**Metal 3**

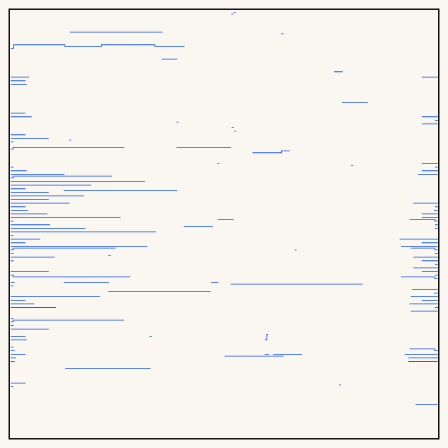
**Signal wires by layer**

Only two layers are drawn.
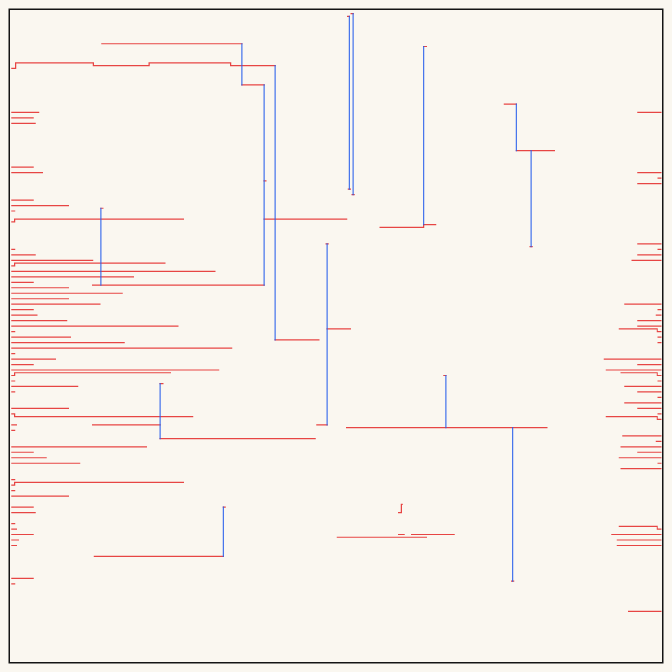
==> config.mk <==
export PLATFORM = sky130hd
export DESIGN_NAME = pe_input_skew_feeder
export DESIGN_NICKNAME = d
export VERILOG_FILES = /design/src/rtl/pe_input_skew_feeder.sv
export SDC_FILE = /design/constraint.sdc
export NUM_CORES = 1
export LEC_CHECK = 0
export CELL_PAD_IN_SITES_DETAIL_PLACEMENT = 1
export CELL_PAD_IN_SITES_GLOBAL_PLACEMENT = 2
export CORE_MARGIN = 5
export CORE_UTILIZATION = 33
export DETAILED_ROUTE_END_ITERATION = 16
export PLACE_DENSITY_LB_ADDON = 0.05
export RECOVER_POWER = 100
export SYNTH_ARGS = -nofsm -noshare
export SYNTH_HDL_FRONTEND = slang
export SYNTH_SLANG_ARGS = --single-unit
==> constraint.sdc <==
create_clock -name clk -period 2.6 [get_ports clk]
set_input_delay 0.65 -clock clk [delete_from_list [all_inputs] [get_ports clk]]
set_output_delay 0.65 -clock clk [all_outputs]
set_load 0.005 [all_outputs]
==> flow_summary.toml <==
# physical design summary
[drt]
ant_nets = 0
first_iter_violations = 160

[clocking]
insertion_delay_ps = 510
cts_tree = "built"
cts.sinks = 201
postCtsSetupRepairBufs = 0

[die]
die_x_um = 161.7
coreArea_sq_um = 22640
die_y_um = 161.7
ios = 172

[setup_path]
path_max_fanout = 4
crit_chain = "or2_2 > dlygate4sd3_1"
path_class = "flip-flop to primary output"
crit_cells = 2
worst_setup_path_end_kind = "primary output"
crit_family = "buffers and inverters"
slowest_stage = "dlygate4sd3_1"
cp.buffers_inverters = 1

[sta]
clock.fmax_ghz = 0.4085
worstMarginPinSlew_ps = 1306
rsz0062_at_grt = "no"
finalHoldViolCount = 0
min_period_ps = 2448
worst_slack_ps = 152.0

[synthesis]
ys.warnings.count = 0
synth_seq_share_pct = 66.22
synth_cells = 607

[power]
p_leak_nw = 4.753
powerDensity_nw_per_um2 = 673.3

[outcome]
status = "complete, no violations"

[finish]
mostFrequentLayoutCells = "201 x dfrtp_1, 103 x nor2b_1, 101 x dlygate4sd3_1"
final_layout_size_suffix_gt1_share_pct = 7.753
insertedDiodeCount = 0
lay_top_count = "dfrtp_1"

[placed_design]
placed_area_sq_um = 9388
dp_hpwl_mm = 11.24

[global_routing]
grt_max_degree = 93
antenna_found_initial = 0
top_usage_layer = "met2"

[flow_run]
cap_violations = 0

[worst_hold_path]
hold_depth = 1
## Picture notes: 'metal 3'
share of all routed wire: 9.0%
main direction: horizontal
longest straight run: 54.5 um
nets with wire on the layer: 107
wire length on this layer: 1480 um
met3 GRT Util: 4.999%
via count: 4705
final wirelength: 16.48 mm

## Picture notes: 'signal wires by layer'
legend:
  met4:
    colour: blue
    wire_length: 436 um
  met3:
    colour: red
    wire_length: 1480 um
Global Route Usage Sum: 12.76%
WL/cell: 15.76 um

==> where the power goes <==
part / switching [W] / internal [W] / total [W]
registers: 0.0000220 / 0.00321 / 0.00323
logic: 0.000180 / 0.000188 / 0.000369
clock network: 0.00124 / 0.00192 / 0.00316
total: 0.00144 / 0.00532 / 0.00676
==> layout make-up <==
cell class                      instances  area [sq um]
Clock buffer                           31         635.6
Clock inverter                          9         112.6
Fill cell                            2368         12600
Inverter                                3         11.26
Multi-Input combinational cell        327          2090
Sequential cell                       201          5030
Tap cell                              285         356.6
Timing Repair Buffer                  190          1803
==> metrics by stage <==
step                instances  total power [W]
finish                   1046         0.006758
floorplan                 607         0.003427
detailed placement       1005         0.003704
CTS                      1046         0.006940
global placement         1005         0.003690
global route             1046         0.007080
==> logic make-up (layout without fill, tap and decap cells) <==
logic type / after synthesis / after routing / share of synthesized area, %
and+or+nand+nor: 264 / 264 / 20.67
DFF: 201 / 201 / 66.22
buffers and inverters: 79 / 233 / 6.424
AOI/OAI and AO/OA: 39 / 39 / 3.673
xor gates and xnor gates: 17 / 17 / 1.960
muxes: 5 / 5 / 0.7247
adders and majority gates: 2 / 2 / 0.3294
==> timing repair <==
action | CTS | global route
hold buffers | 1 | 0
hold endpoints to repair | 1 | 0
setup endpoints to repair | 0 | 1
gates resized | 0 | 1
==> routing by layer <==
layer / up-vias / wire length [um]
met5: - / 0
met2: 135 / 7914
met4: 0 / 435
met3: 32 / 1479
li1: 2208 / -
met1: 2330 / 6652
==> cell usage after synthesis <==
master | n | area share (%)
or3_1 | 10 | 0.82
and4_1 | 3 | 0.35
o21ai_0 | 10 | 0.66
a2111o_1 | 1 | 0.15
dfrtp_1 | 201 | 66
nor4_1 | 4 | 0.33
nor2b_1 | 103 | 8.5
xnor2_1 | 14 | 1.6
mux2_2 | 4 | 0.59
ha_1 | 2 | 0.33
buf_6 | 1 | 0.15
nor3b_1 | 1 | 0.099
mux2i_1 | 1 | 0.13
xor2_1 | 3 | 0.35
nor4b_1 | 1 | 0.12
nor2_1 | 27 | 1.3
a21oi_1 | 11 | 0.72
or2_2 | 2 | 0.16
buf_4 | 49 | 4.8
a2111oi_0 | 7 | 0.81
or4_1 | 2 | 0.20
o22a_1 | 1 | 0.12
clkbuf_1 | 26 | 1.3
nand2b_1 | 3 | 0.25
a2111oi_4 | 1 | 0.36
a311o_1 | 1 | 0.13
nor3_1 | 4 | 0.26
and3_1 | 3 | 0.25
o31ai_1 | 1 | 0.099
and2_1 | 65 | 5.4
o311ai_0 | 1 | 0.12
nand3_1 | 16 | 1.1
nand2_1 | 10 | 0.49
inv_1 | 3 | 0.15
and4_2 | 1 | 0.13
nand4_1 | 6 | 0.49
a211oi_1 | 4 | 0.40
nor4_2 | 1 | 0.16
nand4_2 | 2 | 0.33
o2111ai_1 | 1 | 0.12
Power and IR drop assume default switching activity.
